Design uart_ctl_cfg, sky130hd; sources not shown.
Fig. 1: M4 wires
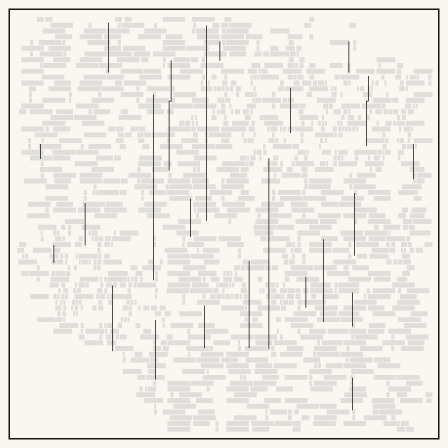
main direction: vertical
longest straight run: 91.8 um
nets with wire on the layer: 11
total via count in the routed design: 8442
final wirelength: 33400 um

Fig. 2: PDN straps and rails
The bar under the picture is 50 um long. Pins as bars on the die edge. Tap cells in gray.
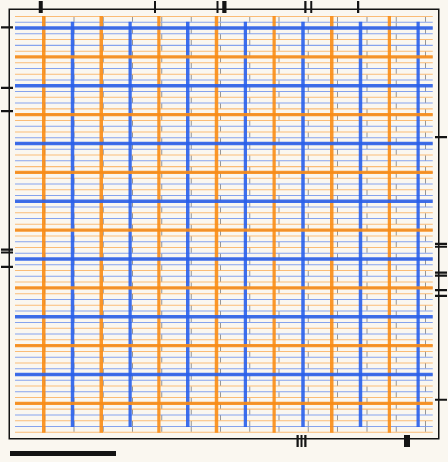
[orange] VSS
[blue] VDD
signal pins: 29
met4 straps: 14
tap cells: 518
met1 rails: 73
met5 straps: 14
Placeable Area: 0.0386 mm^2
peak supply drop: 0.243 mV

Fig. 3: wiring by layer
Only two layers are drawn.
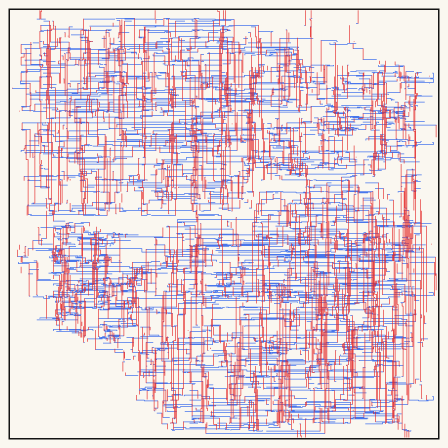
[red] metal 2 | wire length: 15000 um
[blue] metal 1 | wire length: 16300 um
Global Route Usage Sum: 0.171
routed length per instance: 19.9 um

==> Flow_metrics.wiki <==
=== Physical design figures ===
{| class="wikitable"
! Metric !! Value
|-
| Period utilisation layout || 1.07
|-
| I/O Buffers || 28
|-
| DRC violation total after the first TritonRoute iteration || 447
|-
| Power of the combinational group || between 1.5 and 2 mW
|-
| CTS tree || yes
|-
| Power Sequential || 5.05 mW
|-
| Largest family of logic cells by area || multiplexers
|-
| Count of library flops with an enable pin || 288
|-
| Vias per cell || 5.03
|-
| Min cycle time layout || 3.77 ns
|-
| Top pwr grp || registers
|-
| Flip-flop count of the largest register, all copies and words added || 160
|-
| Endpoint class of the critical path || primary output
|-
| Required arrival time at the worst endpoint || 2.83 ns
|-
| Post-route cell area || 0.0181 mm^2
|-
| Total number of cells along the worst setup path || 7
|-
| WP data arrival || 3.06 ns
|-
| Seq cells || 375
|-
| Critical-path top delay cell || sky130_fd_sc_hd__mux4_2
|-
| Seq. cell area || about 0.011 mm^2
|-
| Number of nets in the layout || 1109
|-
| Async SR Flop Fraction || 0.232
|-
| RSZ-0062 raised after global routing || true
|-
| Number of antenna cells inserted || 1
|-
| Clock net power || about 3 mW
|-
| Most area-hungry cell class in the final design || flip-flops and latches
|-
| Number of logged tool warnings || 35
|-
| Post-synthesis share of cell area spent on and, or, nand and nor gates || 0.0650
|-
| Number of sinks on the clock net || roughly 380
|-
| Layout buffering overhead excluding clock cells || 0.0572
|-
| Synth cell count leaders || sky130_fd_sc_hd__edfxtp_1 (288), sky130_fd_sc_hd__dfrtp_1 (84), sky130_fd_sc_hd__mux4_2 (82)
|-
| Met2 wire length || ~15000 um
|-
| Clock-pin slew on the worst setup and hold paths || 0.10 ns
|-
| Cells along the critical path || buf_6 -> buf_12 -> buf_16 -> mux4_2 -> mux4_2 -> nor2b_1 -> buf_6
|-
| Complex-gate fraction of the synthesized area || 0.0335
|-
| Number of multi-input combinational cells in the layout || 488
|-
| Layer carrying the most global-route usage || met2
|-
| Area growth from synthesis to layout || 15.8%
|-
| Layout cells sized above 1 || 0.312
|-
| First-pass GRT wire length || 52100 um
|-
| Worst clock skew || 0.104 ns
|-
| Chip area || 0.0407 mm^2
|-
| Startpoint Class || register
|-
| Worst setup timing slack at the placement stage || 0.495 ns
|-
| Placed Instance Area || 0.0168 mm^2
|-
| Utilization of the core after routing || 0.469
|-
| Routed length on met3 || 1410 um
|-
| Worst-case headroom to the max-slew limit || 0.437
|-
| Area fraction in mux cells || 0.141
|-
| Detailed placement HPWL || approximately 20000 um
|-
| Flops after synth || 375
|-
| Initial antenna violation count || 1
|-
| Transition time at the pin with the least slew margin || 0.845 ns
|-
| XOR/XNOR Fraction of Synth Area || 0.0362
|-
| Area share of the largest cell type after synthesis || 0.554
|-
| Result of the run || finished with violations
|-
| Post-synthesis cell type with the largest instance count || sky130_fd_sc_hd__edfxtp_1
|-
| Clock Latency Late Sink || 0.99 ns
|-
| Met2 GRT Util || 0.251
|-
| Part of the power in the clock network || 0.304
|-
| DRC violations left || 0
|-
| CTS hold repair buffers || 1
|-
| Share of the core filled by cells before placement || 0.405
|-
| Highest achievable clock rate || 265 MHz
|-
| Violations in the final reports || setup timing
|-
| Peak fanout along the critical path || 6
|-
| R2R Setup Slk || 0.59 ns
|-
| Clock buffers and inverters, area share || 0.0508
|-
| Switching part of the total || 0.287
|-
| Hold slack final || 0.176 ns
|-
| Detail Route Antenna Nets || 0
|-
| Uppermost layer routed || met4
|-
| Max-cap violations || 0
|-
| Total number of H-tree levels || 3
|-
| Post-Synth Adder-Cell Area || 0.0136
|-
| Setup WS post-layout || -0.232 ns
|-
| Sequential group share of total power || 0.516
|-
| N_taps || 518
|-
| CP peak stage delay || between 0.5 and 0.6 ns
|-
| Gate Count Post-Synth || roughly 900
|-
| Setup violation total in the final timing report || 10
|-
| Largest net degree at the start of global routing || 47
|-
| Combinational share of cell area || 0.253
|-
| Boundary pin count || 29
|-
| Count of placed standard cells in the final layout, fillers left out || 1679
|-
| Floorplan Nets || 958
|-
| TritonCTS Buffers || 100
|-
| Slew Limit Fails || 0
|-
| Design internal power || 6.97 mW
|-
| Logic inverters || 18
|}
[layout by cell type (no fill, tap or decap), types with 5 or more instances in the layout]
cell / netlist / routed
sky130_fd_sc_hd__edfxtp_1: 288 / 288
sky130_fd_sc_hd__clkbuf_2: 0 / 145
sky130_fd_sc_hd__mux4_2: 82 / 82
sky130_fd_sc_hd__dfrtp_1: 84 / 81
sky130_fd_sc_hd__nor2_1: 65 / 65
sky130_fd_sc_hd__nand2_1: 52 / 52
sky130_fd_sc_hd__buf_4: 1 / 52
sky130_fd_sc_hd__xnor2_1: 44 / 44
sky130_fd_sc_hd__o21ai_0: 31 / 31
sky130_fd_sc_hd__clkinv_1: 1 / 29
sky130_fd_sc_hd__xor2_1: 18 / 18
sky130_fd_sc_hd__inv_1: 17 / 17
sky130_fd_sc_hd__a21oi_1: 17 / 17
sky130_fd_sc_hd__mux2i_1: 17 / 17
sky130_fd_sc_hd__ha_1: 17 / 17
sky130_fd_sc_hd__mux2_2: 16 / 16
sky130_fd_sc_hd__buf_6: 3 / 15
sky130_fd_sc_hd__clkdlybuf4s50_1: 0 / 14
sky130_fd_sc_hd__nor3_1: 18 / 13
sky130_fd_sc_hd__nor2b_1: 12 / 8
sky130_fd_sc_hd__nand3_1: 9 / 8
sky130_fd_sc_hd__nand4_1: 7 / 7
sky130_fd_sc_hd__nand2b_1: 7 / 7
sky130_fd_sc_hd__or3_1: 7 / 7
sky130_fd_sc_hd__nor4_1: 8 / 7
sky130_fd_sc_hd__buf_16: 0 / 7
sky130_fd_sc_hd__nor3_2: 1 / 6
sky130_fd_sc_hd__and3_1: 6 / 6
sky130_fd_sc_hd__o22a_1: 6 / 6
sky130_fd_sc_hd__clkinv_2: 0 / 6
sky130_fd_sc_hd__buf_12: 0 / 5
Power figures rest on the tool's default switching activity, not on a simulated workload.
